<file path="src/rtl/uart_tx_fifo.sv">
// Buffered UART transmitter: valid/ready write port into a small FIFO, LSB-first serial frames.
// Define UART_TX_PARITY_EN to add a parity bit (sense chosen by PARITY_ODD).
module uart_tx_fifo #(
  parameter int unsigned FREQ       = 50_000_000,
  parameter int unsigned BAUDRATE   = 115200,
  parameter int unsigned N_DATA     = 8,
  parameter int unsigned N_STOP     = 1,
  parameter int unsigned FIFO_DEPTH = 4,
  parameter int unsigned PARITY_ODD = 0
) (
  input  logic                          clk,
  input  logic                          nrst,
  input  logic                          wvalid,
  input  logic [N_DATA-1:0]             wdata,
  output logic                          wready,
  output logic                          tx,
  output logic                          busy,
  output logic [$clog2(FIFO_DEPTH):0]   level
);

  localparam int unsigned T    = FREQ / BAUDRATE;
  localparam int unsigned CntW = $clog2(T);
  localparam int unsigned BitW = $clog2(N_DATA);
  localparam int unsigned PtrW = $clog2(FIFO_DEPTH);
  localparam int unsigned LvlW = PtrW + 1;

  localparam logic [CntW-1:0] CntLast  = CntW'(T - 1);
  localparam logic [BitW-1:0] DataLast = BitW'(N_DATA - 1);
  localparam logic [BitW-1:0] StopLast = BitW'(N_STOP - 1);
  localparam logic [LvlW-1:0] LvlFull  = LvlW'(FIFO_DEPTH);

  if (T < 2 || N_DATA < 5 || N_DATA > 9 || (N_STOP != 1 && N_STOP != 2) || PARITY_ODD > 1 ||
      FIFO_DEPTH < 2 || (FIFO_DEPTH & (FIFO_DEPTH - 1)) != 0) begin : g_bad_cfg
    $error("uart_tx_fifo: illegal parameter set");
  end

`ifdef UART_TX_PARITY_EN
  typedef enum logic [2:0] {StIdle, StStart, StData, StParity, StStop} state_e;
`else
  typedef enum logic [2:0] {StIdle, StStart, StData, StStop} state_e;
`endif

  state_e                state_q, state_d;
  logic [CntW-1:0]       cnt_q, cnt_d;
  logic [BitW-1:0]       bit_q, bit_d;
  logic [N_DATA-1:0]     shreg_q, shreg_d;
  logic                  tx_q, tx_d;
  logic [N_DATA-1:0]     mem_q [FIFO_DEPTH];
  logic [N_DATA-1:0]     mem_d [FIFO_DEPTH];
  logic [PtrW-1:0]       wptr_q, wptr_d, rptr_q, rptr_d;
  logic [LvlW-1:0]       level_q, level_d;
`ifdef UART_TX_PARITY_EN
  logic                  par_q, par_d;
`endif

  logic push, pop, empty, cnt_last;
  logic [N_DATA-1:0] head;

  // A full FIFO refuses writes even when a pop lands on the same edge.
  assign wready   = nrst & (level_q != LvlFull);
  assign push     = wvalid & wready;
  assign empty    = (level_q == '0);
  assign head     = mem_q[rptr_q];
  assign cnt_last = (cnt_q == CntLast);

  assign tx    = tx_q;
  assign level = level_q;
  assign busy  = (state_q != StIdle) | ~empty;

  always_comb begin
    state_d = state_q;
    cnt_d   = cnt_q;
    bit_d   = bit_q;
    shreg_d = shreg_q;
    tx_d    = 1'b1;
    pop     = 1'b0;
`ifdef UART_TX_PARITY_EN
    par_d   = par_q;
`endif
    unique case (state_q)
      StIdle: begin
        if (!empty) begin
          pop     = 1'b1;
          shreg_d = head;
`ifdef UART_TX_PARITY_EN
          par_d   = (PARITY_ODD != 0) ? ~^head : ^head;
`endif
          cnt_d   = '0;
          state_d = StStart;
        end
      end
      StStart: begin
        tx_d = 1'b0;
        if (cnt_last) begin
          cnt_d   = '0;
          bit_d   = '0;
          state_d = StData;
        end else begin
          cnt_d = cnt_q + CntW'(1);
        end
      end
      StData: begin
        tx_d = shreg_q[0];
        if (cnt_last) begin
          cnt_d   = '0;
          shreg_d = shreg_q >> 1;
          if (bit_q == DataLast) begin
            bit_d   = '0;
`ifdef UART_TX_PARITY_EN
            state_d = StParity;
`else
            state_d = StStop;
`endif
          end else begin
            bit_d = bit_q + BitW'(1);
          end
        end else begin
          cnt_d = cnt_q + CntW'(1);
        end
      end
`ifdef UART_TX_PARITY_EN
      StParity: begin
        tx_d = par_q;
        if (cnt_last) begin
          cnt_d   = '0;
          bit_d   = '0;
          state_d = StStop;
        end else begin
          cnt_d = cnt_q + CntW'(1);
        end
      end
`endif
      StStop: begin
        tx_d = 1'b1;
        if (cnt_last) begin
          cnt_d = '0;
          if (bit_q == StopLast) begin
            bit_d = '0;
            // Chain straight into the next start bit so buffered frames have no gap.
            if (!empty) begin
              pop     = 1'b1;
              shreg_d = head;
`ifdef UART_TX_PARITY_EN
              par_d   = (PARITY_ODD != 0) ? ~^head : ^head;
`endif
              state_d = StStart;
            end else begin
              state_d = StIdle;
            end
          end else begin
            bit_d = bit_q + BitW'(1);
          end
        end else begin
          cnt_d = cnt_q + CntW'(1);
        end
      end
      default: state_d = StIdle;
    endcase
  end

  always_comb begin
    mem_d   = mem_q;
    wptr_d  = wptr_q;
    rptr_d  = rptr_q;
    level_d = level_q;
    if (push) begin
      mem_d[wptr_q] = wdata;
      wptr_d        = wptr_q + PtrW'(1);
    end
    if (pop) begin
      rptr_d = rptr_q + PtrW'(1);
    end
    unique case ({push, pop})
      2'b10:   level_d = level_q + LvlW'(1);
      2'b01:   level_d = level_q - LvlW'(1);
      default: level_d = level_q;
    endcase
  end

  always_ff @(posedge clk or negedge nrst) begin
    if (!nrst) begin
      state_q <= StIdle;
      cnt_q   <= '0;
      bit_q   <= '0;
      shreg_q <= '0;
      tx_q    <= 1'b1;
      wptr_q  <= '0;
      rptr_q  <= '0;
      level_q <= '0;
      for (int i = 0; i < FIFO_DEPTH; i++) mem_q[i] <= '0;
`ifdef UART_TX_PARITY_EN
      par_q   <= 1'b0;
`endif
    end else begin
      state_q <= state_d;
      cnt_q   <= cnt_d;
      bit_q   <= bit_d;
      shreg_q <= shreg_d;
      tx_q    <= tx_d;
      wptr_q  <= wptr_d;
      rptr_q  <= rptr_d;
      level_q <= level_d;
      mem_q   <= mem_d;
`ifdef UART_TX_PARITY_EN
      par_q   <= par_d;
`endif
    end
  end

endmodule

</file>
<file path="config.mk">
export PLATFORM = sky130hd
export DESIGN_NAME = uart_tx_fifo
export DESIGN_NICKNAME = d
export VERILOG_FILES = /design/src/rtl/uart_tx_fifo.sv
export SDC_FILE = /design/constraint.sdc
export NUM_CORES = 1
export LEC_CHECK = 0
export CAP_MARGIN = 20
export CORE_MARGIN = 2
export CORE_UTILIZATION = 35
export DETAILED_ROUTE_END_ITERATION = 8
export PLACE_DENSITY_LB_ADDON = 0.25
export SKIP_LAST_GASP = 1
export SLEW_MARGIN = 20
export SYNTH_ARGS = -nofsm -noshare
export SYNTH_HDL_FRONTEND = slang
export SYNTH_SLANG_ARGS = --single-unit
</file>
<file path="constraint.sdc">
create_clock -name clk -period 4.5 [get_ports clk]
set_input_delay 0.9 -clock clk [delete_from_list [all_inputs] [get_ports clk]]
set_output_delay 0.9 -clock clk [all_outputs]
set_load 0.005 [all_outputs]
</file>
==> run_1/ff_map.png <==
(4 px per micron) Other sequential cells in the stronger gray, the rest of the logic in the fainter gray.
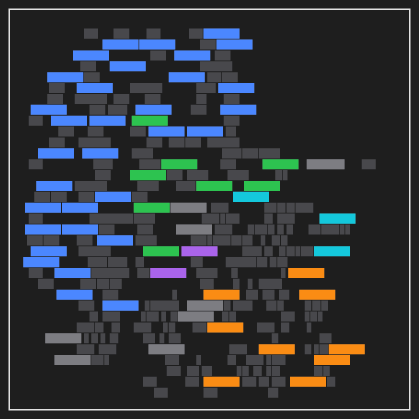
[shreg_q] green | sequential cells: 8
[cnt_q] orange | sequential cells: 9 | where: lower right
[mem_q] blue | sequential cells: 32
[rptr_q] purple | sequential cells: 2
[bit_q] cyan | sequential cells: 3
not colored: 8
Seq. cell area: 0.001553 sq mm
Seq. pwr: 817 uW
Post-Route Utilization: 0.4129
Seq area share: 0.4270

==> run_1/layers.png <==
(6 px per micron) Two of the layers only.
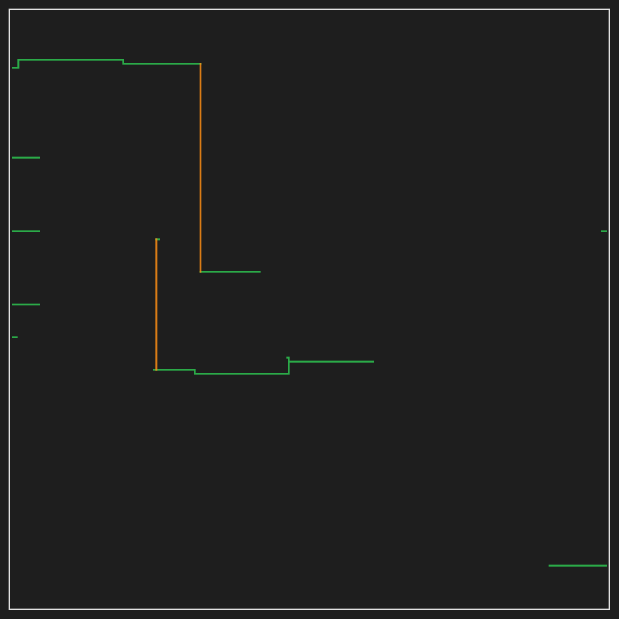
[M4] orange | wire length: 56.4 microns
[M3] green | wire length: 107 microns
Avg WL per Cell: 15.37 microns
via count: 1,905
Tot GR Track Use: 0.1285

==> summary.txt, run 1 <==
impl run done, here's what came out: CP max-delay cell clkdlybuf4s50_1, period utilization 0.6739, CP max FO 12, most common cell in the netlist dfrtp_1, group drawing the most power sequential cells, worst hold stages 1, WS Path Type register to output port, top cells by area dfrtp_1 (48%), mux2_2 (14%), ha_1 (5.5%), outcome complete, no violations, measured slew at the worst slew-check pin 705.5 ps, Hold Crit Start mem_q[10], EDFF count, synth 0, Final GP Congestion 0.7157, Sw Pwr 486.7 uW, R2R setup slack 1880 ps, post-synth area from yosys stat 0.003209 sq mm, Mux area share 0.2413, Max-cap violations 0, top logic cells by instance count in the layout dfrtp_1 (61), mux2_2 (39), clkdlybuf4s50_1 (15), ha_1 (14), inv_1 (12), Max-area cell share 0.4756, Final setup violation count 0, Avg Cell Area, Syn 13.32 sq um, layout cells sized above 1 0.3094, max frequency 0.3298 GHz, Final Critical Period 3032 ps, Initial Utilization 0.3645, PD cells 479.4 mW/mm^2, type of element launching the critical path register, Post-Synth AOI/OAI Area 0.07953, clock root buffer clkbuf_8, Worst Hold Class register to register, Yosys warnings 0, critical path startpoint state_q[0], initial antenna violation count 0, antenna cell count 0, post-route cell area 0.003636 sq mm, clock-pin transition on the worst setup and hold timing paths 70 ps, Data arrival, critical path 2130 ps, PortBufs 16, cell taking the most area after synthesis dfrtp_1
==> run_1/m2.png <==
(4 px per micron)
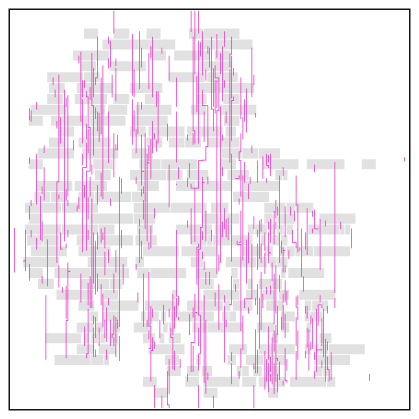
wire length on this layer: 2,820 microns
main direction: vertical
longest straight run: 40.8 microns
share of all routed wire: 49%
nets with wire on the layer: 248
met2 usage: 0.2017
final WL: 5734 microns

-- run 1: per-layer routing --
layer | track usage | share of wire | vias up
met3 | 0.03584 | 0.019 | 4
met4 | 0.04742 | 0.0098 | 0
li1 | - | - | 919
met5 | 0 | 0 | -
met1 | 0.1705 | 0.48 | 971
met2 | 0.2017 | 0.49 | 11
-- run 1: area by class of cell --
class / count / share of cell area
flip-flops and latches: 62 / 0.4270
multi-input cells: 158 / 0.4240
repair buffers: 17 / 0.04473
well taps: 108 / 0.03716
clock buffers: 9 / 0.03407
clock inverters: 7 / 0.02065
inverters: 12 / 0.01239
-- run 1: stage by stage --
stage / instances / hold WS [ps]
3_5_place_dp: 357 / 490.3
6_report: 373 / 502.3
5_1_grt: 373 / 521.7
3_3_place_gp: 357 / 481.4
2_1_floorplan: 241 / 456.5
4_1_cts: 373 / 507.1
==> run_1/clock_nets.png <==
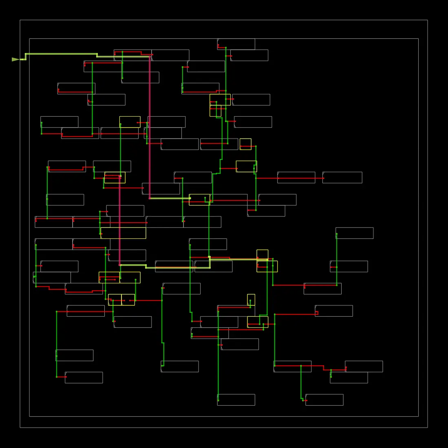

==> run 2: changes to the inputs <==
clock period = 3.2 ns   (was 4.5 ns; I/O delays follow)
==> run_2/clock_nets.png <==
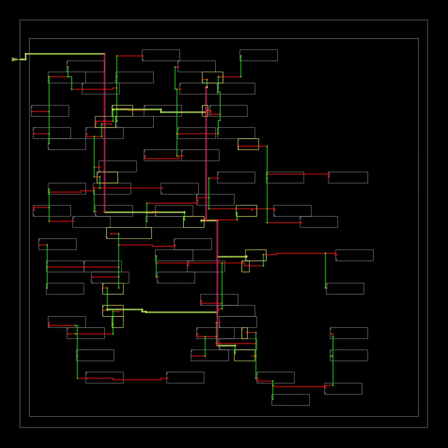
Flops: 62
clk latency late pin: 340 ps
clk pwr: 700 uW
CTS Buf Count: 9
clock sinks: 62

==> run_2/ff_map.png <==
(4 px per micron) Other sequential cells in the stronger gray, the rest of the logic in the fainter gray.
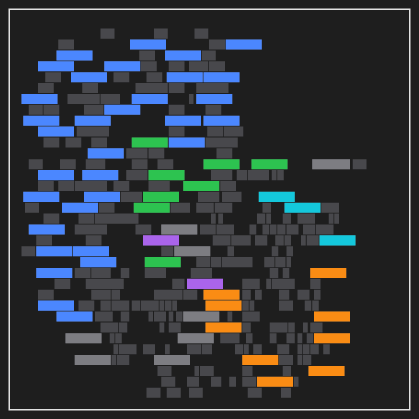
[bit_q] cyan | sequential cells: 3
[mem_q] blue | sequential cells: 32
[shreg_q] green | sequential cells: 8 | where: center
[rptr_q] purple | sequential cells: 2
[cnt_q] orange | sequential cells: 9
not colored: 8
Seq area share: 0.4250
Post-Route Utilization: 0.4149

==> summary.txt, run 2 <==
impl run done, here's what came out: wl on met1 2867 microns, antenna cell count 0, Tot GR Track Use 0.1283, Yosys warnings 0, critical path startpoint state_q[0], via count 1,869, Largest cell class registers, Buffers excl. clock 19, Mux area share 0.2413, ClkCell Share 0.05514, clock-pin transition on the worst setup and hold timing paths 70 ps, R2R setup slack 610 ps, Non-Filler Instances 375, outcome complete, no violations, top logic cells by instance count in the layout dfrtp_1 (61), mux2_2 (39), clkdlybuf4s50_1 (15), ha_1 (14), inv_1 (12), global route hottest layer met2, Seq. pwr 1150 uW, Final setup violation count 0, post-synth area from yosys stat 0.003209 sq mm, Max-area cell share 0.4756, Avg Cell Area, Syn 13.32 sq um, DR top layer met4, top cells by area dfrtp_1 (48%), mux2_2 (14%), ha_1 (5.5%), WS Path Type register to output port, initial antenna violation count 0, metal3 WL 171 microns, Comb area share 0.4219, Initial Utilization 0.3645, Final GP Congestion 0.7705, type of element launching the critical path register
run 2: cell types whose count changed in the layout (fill, tap and decap cells not counted), sizes merged:
cell / before / now
clkbuf: 9 / 13
buf: 2 / 4
clkinv: 3 / 1
clkinvlp: 3 / 1
run 2: worst min-delay path by stage:
stage,to,slack [ps],depth (start not counted)
6_report,level[0],170,1
2_1_floorplan,bit_q[0],340,0
3_5_place_dp,mem_q[9],490,1
4_1_cts,level[0],160,1
5_1_grt,level[0],170,1
3_3_place_gp,mem_q[15],480,1
run 2: per-stage QoR:
stage / instance area (sq um) / setup WS, ps / hold slack [ps]
floorplan: 3209 / 855.5 / 344.4
global placement: 3452 / 716.8 / 479.7
detailed placement: 3452 / 659.1 / 491.7
CTS: 3654 / 402.5 / 158.2
global route: 3654 / 238.0 / 173.3
finish: 3654 / 409.7 / 169.8
Power is estimated from default activity; no workload was simulated.
